Cell placement:
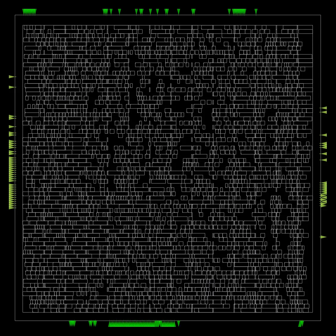
Sequential cells colored by netlist name:
Other cells in gray.
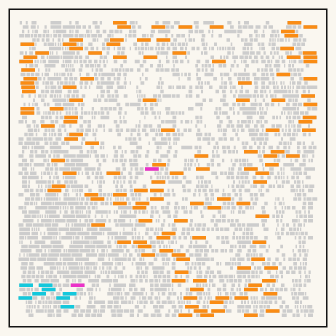
M2 wires:
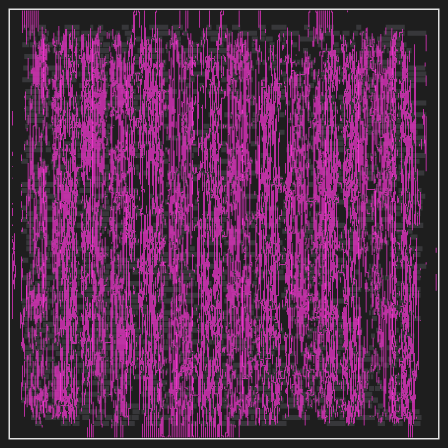
Cell density map:
20 x 20 tiles, from white (low) to dark blue (high), 0 to 100% covered.
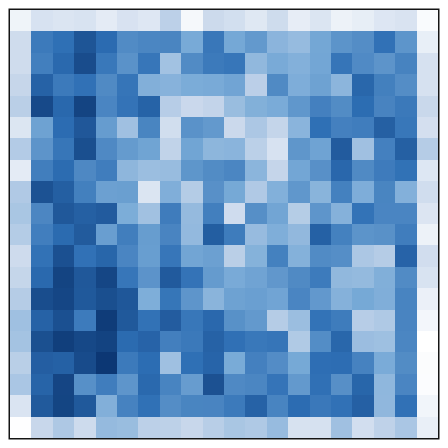
Signal wires on met1:
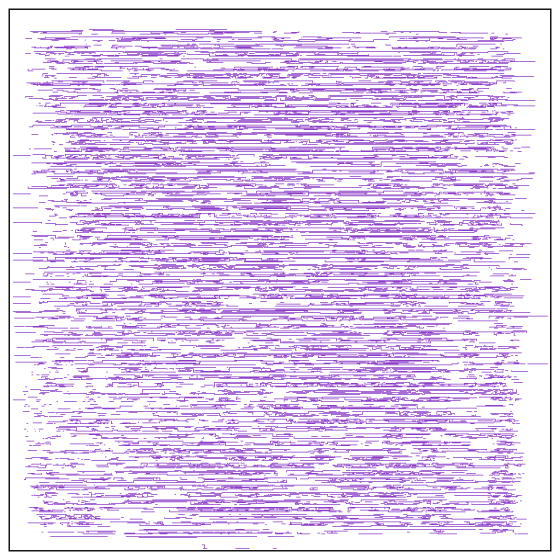
==> config.mk <==
export PLATFORM = sky130hd
export DESIGN_NAME = set_index_encoder
export DESIGN_NICKNAME = d
export VERILOG_FILES = /design/src/rtl/set_index_encoder_pkg.sv /design/src/rtl/set_index_encoder_lsb.sv /design/src/rtl/set_index_encoder.sv
export SDC_FILE = /design/constraint.sdc
export NUM_CORES = 1
export LEC_CHECK = 0
export CAP_MARGIN = 5
export CORE_MARGIN = 5
export CORE_UTILIZATION = 40
export CTS_CLUSTER_DIAMETER = 120
export DETAILED_ROUTE_END_ITERATION = 7
export PLACE_DENSITY = 0.68
export SYNTH_ARGS = -nofsm -noshare
export SYNTH_HDL_FRONTEND = slang
export SYNTH_HIERARCHICAL = 1
export SYNTH_SLANG_ARGS = --single-unit
==> constraint.sdc <==
create_clock -name clk -period 4.8 [get_ports clk]
set_input_delay 0.96 -clock clk [delete_from_list [all_inputs] [get_ports clk]]
set_output_delay 0.96 -clock clk [all_outputs]
set_load 0.005 [all_outputs]
==> src/rtl/set_index_encoder_pkg.sv <==
// set_index_encoder_pkg: cache-wide set geometry and the walk FSM state encoding.
package set_index_encoder_pkg;
    localparam int NUM_SETS  = 128;
    localparam int SET_IDX_W = 7;
    typedef enum logic [1:0] {
        ST_IDLE = 2'd0,
        ST_SCAN = 2'd1,
        ST_DONE = 2'd2
    } state_t;
endpackage

==> src/rtl/set_index_encoder_lsb.sv <==
// lsb_encoder_128to7: combinational lowest-set-bit encoder; idx is 0 when the vector is empty.
module lsb_encoder_128to7
    import set_index_encoder_pkg::*;
#(
    parameter int N = NUM_SETS,
    parameter int W = SET_IDX_W
) (
    input  logic [N-1:0] vector,
    output logic [W-1:0] idx,
    output logic         any
);
    always_comb begin
        idx = '0;
        for (int i = N - 1; i >= 0; i--)
            if (vector[i]) idx = W'(i);
    end
    assign any = |vector;
endmodule

==> src/rtl/set_index_encoder.sv <==
// set_index_encoder: walks a per-set bit vector and emits set indices lowest-first,
// one per valid/ready handshake, with a one-cycle done pulse at the end of a walk.
module set_index_encoder
    import set_index_encoder_pkg::*;
#(
    parameter int NUM_SETS = set_index_encoder_pkg::NUM_SETS,
    parameter int IDX_W    = SET_IDX_W
) (
    input  logic                clk,
    input  logic                rst,
    input  logic                load,
    input  logic [NUM_SETS-1:0] mask_in,
    input  logic                abort,
    output logic                idx_valid,
    input  logic                idx_ready,
    output logic [IDX_W-1:0]    idx,
    output logic                idx_last,
    output logic [IDX_W:0]      remaining,
    output logic                busy,
    output logic                done
);
    state_t              r_state, w_next;
    logic [NUM_SETS-1:0] r_mask, w_mask, w_mask_rest;
    logic [IDX_W:0]      r_cnt, w_cnt, w_pop;
    logic                w_any, w_hs;

    lsb_encoder_128to7 #(.N(NUM_SETS), .W(IDX_W)) u_lsb (
        .vector (r_mask),
        .idx    (idx),
        .any    (w_any)
    );

    // Clearing the lowest set bit also tells us whether it was the last one.
    assign w_mask_rest = r_mask & (r_mask - NUM_SETS'(1));
    assign idx_valid   = (r_state == ST_SCAN) & w_any;
    assign idx_last    = idx_valid & ~|w_mask_rest;
    assign w_hs        = idx_valid & idx_ready;
    assign remaining   = r_cnt;
    assign busy        = r_state != ST_IDLE;
    assign done        = r_state == ST_DONE;

    always_comb begin
        w_pop = '0;
        for (int i = 0; i < NUM_SETS; i++)
            w_pop = w_pop + (IDX_W + 1)'(mask_in[i]);
    end

    always_comb begin
        w_next = r_state;
        w_mask = r_mask;
        w_cnt  = r_cnt;
        if (abort) begin
            w_next = ST_IDLE;
            w_mask = '0;
            w_cnt  = '0;
        end else begin
            unique case (r_state)
                ST_IDLE: if (load) begin
                    w_next = |mask_in ? ST_SCAN : ST_DONE;
                    w_mask = mask_in;
                    w_cnt  = w_pop;
                end
                ST_SCAN: if (w_hs) begin
                    w_next = idx_last ? ST_DONE : ST_SCAN;
                    w_mask = w_mask_rest;
                    w_cnt  = r_cnt - 1'b1;
                end
                ST_DONE: w_next = ST_IDLE;
                default: begin
                    w_next = ST_IDLE;
                    w_mask = '0;
                    w_cnt  = '0;
                end
            endcase
        end
    end

    always_ff @(posedge clk or posedge rst) begin
        if (rst) begin
            r_state <= ST_IDLE;
            r_mask  <= '0;
            r_cnt   <= '0;
        end else begin
            r_state <= w_next;
            r_mask  <= w_mask;
            r_cnt   <= w_cnt;
        end
    end
endmodule

==> impl_metrics.py <==
# Flow results
metrics = {
    "status": {
        "outcome": "finished with violations",
        "failed_checks": "negative setup slack",
    },
    "route": {
        "wl_per_cell_um": 27.6,
        "drt_iter0_drc": 2359,
        "wl_mm": 82.9,
        "first_pass_iters": 5,
        "postRouteAntennaNets": 0,
        "vias": 18700,
    },
    "yosys": {
        "ys_area_um2": 14400,
        "synth_cells": 1785,
        "ys_warn_count": 6,
        "async_reset_ff_share_pct": 100,
        "mux_share_pct": 0.0781,
        "top_cells_by_area": "dfrtp_1 (24%), fa_1 (16%), o21ai_0 (6.0%)",
        "yosys-top-cells-count": "inv_1 (225), nand2_1 (183), o21ai_0 (172)",
        "synthAoiAreaFrac_pct": 22.2,
        "synth_top_flop_cell": "dfrtp_1",
        "ys_cells": 1785,
        "yosys.area.top_type_share_pct": 24.0,
        "top_logic_kind": "simple AND/OR/NAND/NOR gates",
        "fa_ha_area_share_pct": 18.4,
        "synth-seq-cells": 138,
        "synth-simple-area-share_pct": 26.9,
    },
    "global_routing": {
        "grt_overflow_total": 0,
        "grt_pass1_vias": 18200,
        "antenna_found_initial": 4,
        "track_usage_pct": 40.9,
    },
    "setup_path": {
        "worstRegToRegCells": 12,
        "reg2reg_slack_ns": 0.13,
        "r2r_start": "r_mask[45]$_DFFE_PP0P_",
        "cp_max_fo": 2,
        "worstPathRequired_ns": 5.15,
        "rr_endpoint": "r_state[0]$_DFFE_PP0P_",
        "worstSetupStartpointType": "input port",
        "cp-end-kind": "flip-flop",
    },
    "timing": {
        "fin_ws_ns": -2.76,
        "final-hold-violation-count": 0,
        "fmax_mhz": 132,
        "skew_ns": 0.0160,
        "relSlewSlack_pct": 21.5,
        "min_period_ns": 7.56,
        "finalMaxSlewViolations": 0,
        "setup_viol": 9,
        "grt_setup_unrepaired": "yes",
    },
    "worst_hold_path": {
        "worstHoldStart": "r_mask[78]$_DFFE_PP0P_",
        "min_to": "r_mask[78]$_DFFE_PP0P_",
        "hold_path.class": "flip-flop to flip-flop",
    },
    "floorplan": {
        "rows": 69,
        "die_h_um": 200,
        "die_area_um2": 39900,
        "die_x_um": 200,
    },
    "clocking": {
        "clock_latency_ns": 0.46,
        "clockBufferDepth": 2,
        "cts_root_buffer": "clkbuf_16",
        "numCtsBuffers": 17,
        "clkTransAtPathRegs_ns": 0.07,
    },
    "final_layout": {
        "n_all_buffers": 799,
        "clockNetworkAreaShare_pct": 2.90,
        "final-nonclk-buf-share_pct": 28.7,
        "sh_comb_area_pct": 46.5,
        "largest_class": "combinational gates",
        "syn_to_final_growth_pct": 54.5,
        "drive_gt1_share_pct": 35.9,
        "final-comb-area_um2": 10400,
        "register_area_um2": 3450,
        "antenna_cells": 2,
    },
    "placement": {
        "io_buffers": 151,
        "gp_congestion": 1.08,
    },
    "pwr": {
        "peakVddDrop_mv": 12.2,
        "combPwrFrac_pct": 87.7,
        "cellInternalPower_w": 0.0129,
        "clkPwrFrac_pct": 6.4,
        "power_frac_seq_pct": 5.8,
        "switchingPower_w": 0.0111,
    },
    "flow_run": {
        "maxCapViolations": 0,
        "warnings": 30,
    },
}
About 'cell placement':
Core Area: 35600 um^2
Fillers: 3223
seq_cells: 138
Seq/total area: 15.5%
tap cells: 461

About 'sequential cells colored by netlist name':
| color | netlist name | sequential cells |
|---|---|---|
| orange | r_mask | 128 |
| cyan | remaining | 8 |
| magenta | r_state | 2 |

About 'M2 wires':
share of all routed wire: 42%
main direction: vertical

About 'cell density map':
nearly empty tiles: 1.0%
fullest tile: 97%
tiles over 75% full: 18%
post-layout util: 62.6%
Init Core Util: 40.5%

About 'signal wires on met1':
longest straight run: 104 um
wire length on this layer: 34.3 mm
main direction: horizontal
nets with wire on the layer: 2636

## registers in the layout, indices dropped and copies added, names as in the netlist
| name | flops |
|---|---|
| r_mask | 128 |
| remaining | 8 |
| r_state | 2 |
## power by group through the flow
stage	registers [W]	clock network [W]	logic (W)
6_report	0.00140	0.00154	0.0210
2_1_floorplan	0.00148	0	0.0119
3_3_place_gp	0.00141	0	0.0183
3_5_place_dp	0.00141	0	0.0183
4_1_cts	0.00139	0.00154	0.0211
5_1_grt	0.00141	0.00159	0.0225
## cell usage in the layout, fill, tap and decap left out, types with 29 or more instances in the layout
cell type / count
or3_1: 29
dfrtp_1: 138
inv_1: 172
nand4_1: 50
buf_4: 631
nor3_1: 62
nor4_1: 107
fa_1: 84
nand2_1: 180
nand3_1: 39
clkdlybuf4s50_1: 87
inv_2: 51
a22o_1: 62
or4_1: 29
nor2_1: 81
fa_2: 31
a21oi_1: 61
o21ai_0: 159
## kinds of logic after synthesis
| family | after synthesis |
|---|---|
| and+or+nand+nor | 712 |
| adders and majority gates | 143 |
| DFF | 138 |
| AOI/OAI and AO/OA | 483 |
| xor gates and xnor gates | 9 |
| muxes | 1 |
| buffers and inverters | 299 |
## worst max path at each step
stage,start,end,slack (ns),cells past startpoint
2_1_floorplan,mask_in[53],remaining[6]$_DFFE_PP0P_,-2.69,27
3_3_place_gp,mask_in[83],remaining[5]$_DFFE_PP0P_,-3.62,25
3_5_place_dp,mask_in[83],remaining[5]$_DFFE_PP0P_,-3.74,25
4_1_cts,mask_in[65],remaining[6]$_DFFE_PP0P_,-2.91,27
5_1_grt,mask_in[87],remaining[5]$_DFFE_PP0P_,-2.91,25
6_report,mask_in[101],remaining[6]$_DFFE_PP0P_,-2.76,26
## layer usage
layer	vias to the layer above	GRT usage, %	routed length, um
met5	-	0	15
met3	206	11.0	10000
met2	1243	59.5	34900
met1	9192	58.5	34300
li1	8065	-	-
met4	2	15.6	3730
## metrics by stage
step / area (um^2) / worst slack [ns] / std cells / TNS (ns) / power [W]
2_1_floorplan: 14400 / -2.69 / 1785 / -18.55 / 0.0133
6_report: 22300 / -2.76 / 3005 / -19.90 / 0.0239
5_1_grt: 22300 / -2.91 / 3003 / -21.04 / 0.0255
3_3_place_gp: 21200 / -3.62 / 2958 / -27.12 / 0.0197
4_1_cts: 22000 / -2.91 / 2998 / -21.17 / 0.0241
3_5_place_dp: 21200 / -3.74 / 2958 / -27.66 / 0.0197
## repair_timing
action | 4_1_cts | 5_1_grt
pin swaps | 89 | 85
buffers inserted | 8 | 6
endpoints found under the setup margin | 10 | 11
resized | 201 | 135
## critical path, stage by stage
cell             delay [ns]
clkdlybuf4s15_2        0.19
inv_2                  0.05
fa_1                   0.53
inv_2                  0.04
fa_2                   0.60
fa_2                   0.48
fa_2                   0.55
inv_2                  0.04
fa_2                   0.57
fa_2                   0.45
fa_1                   0.54
fa_1                   0.44
fa_1                   0.52
fa_1                   0.44
inv_2                  0.08
ha_4                   0.13
inv_2                  0.03
fa_2                   0.34
inv_2                  0.07
a21oi_2                0.05
o21bai_1               0.17
a21o_1                 0.15
a21oi_2                0.05
xor2_1                 0.18
o21ai_1                0.08
a22o_1                 0.18
Power is estimated from default activity; no workload was simulated.
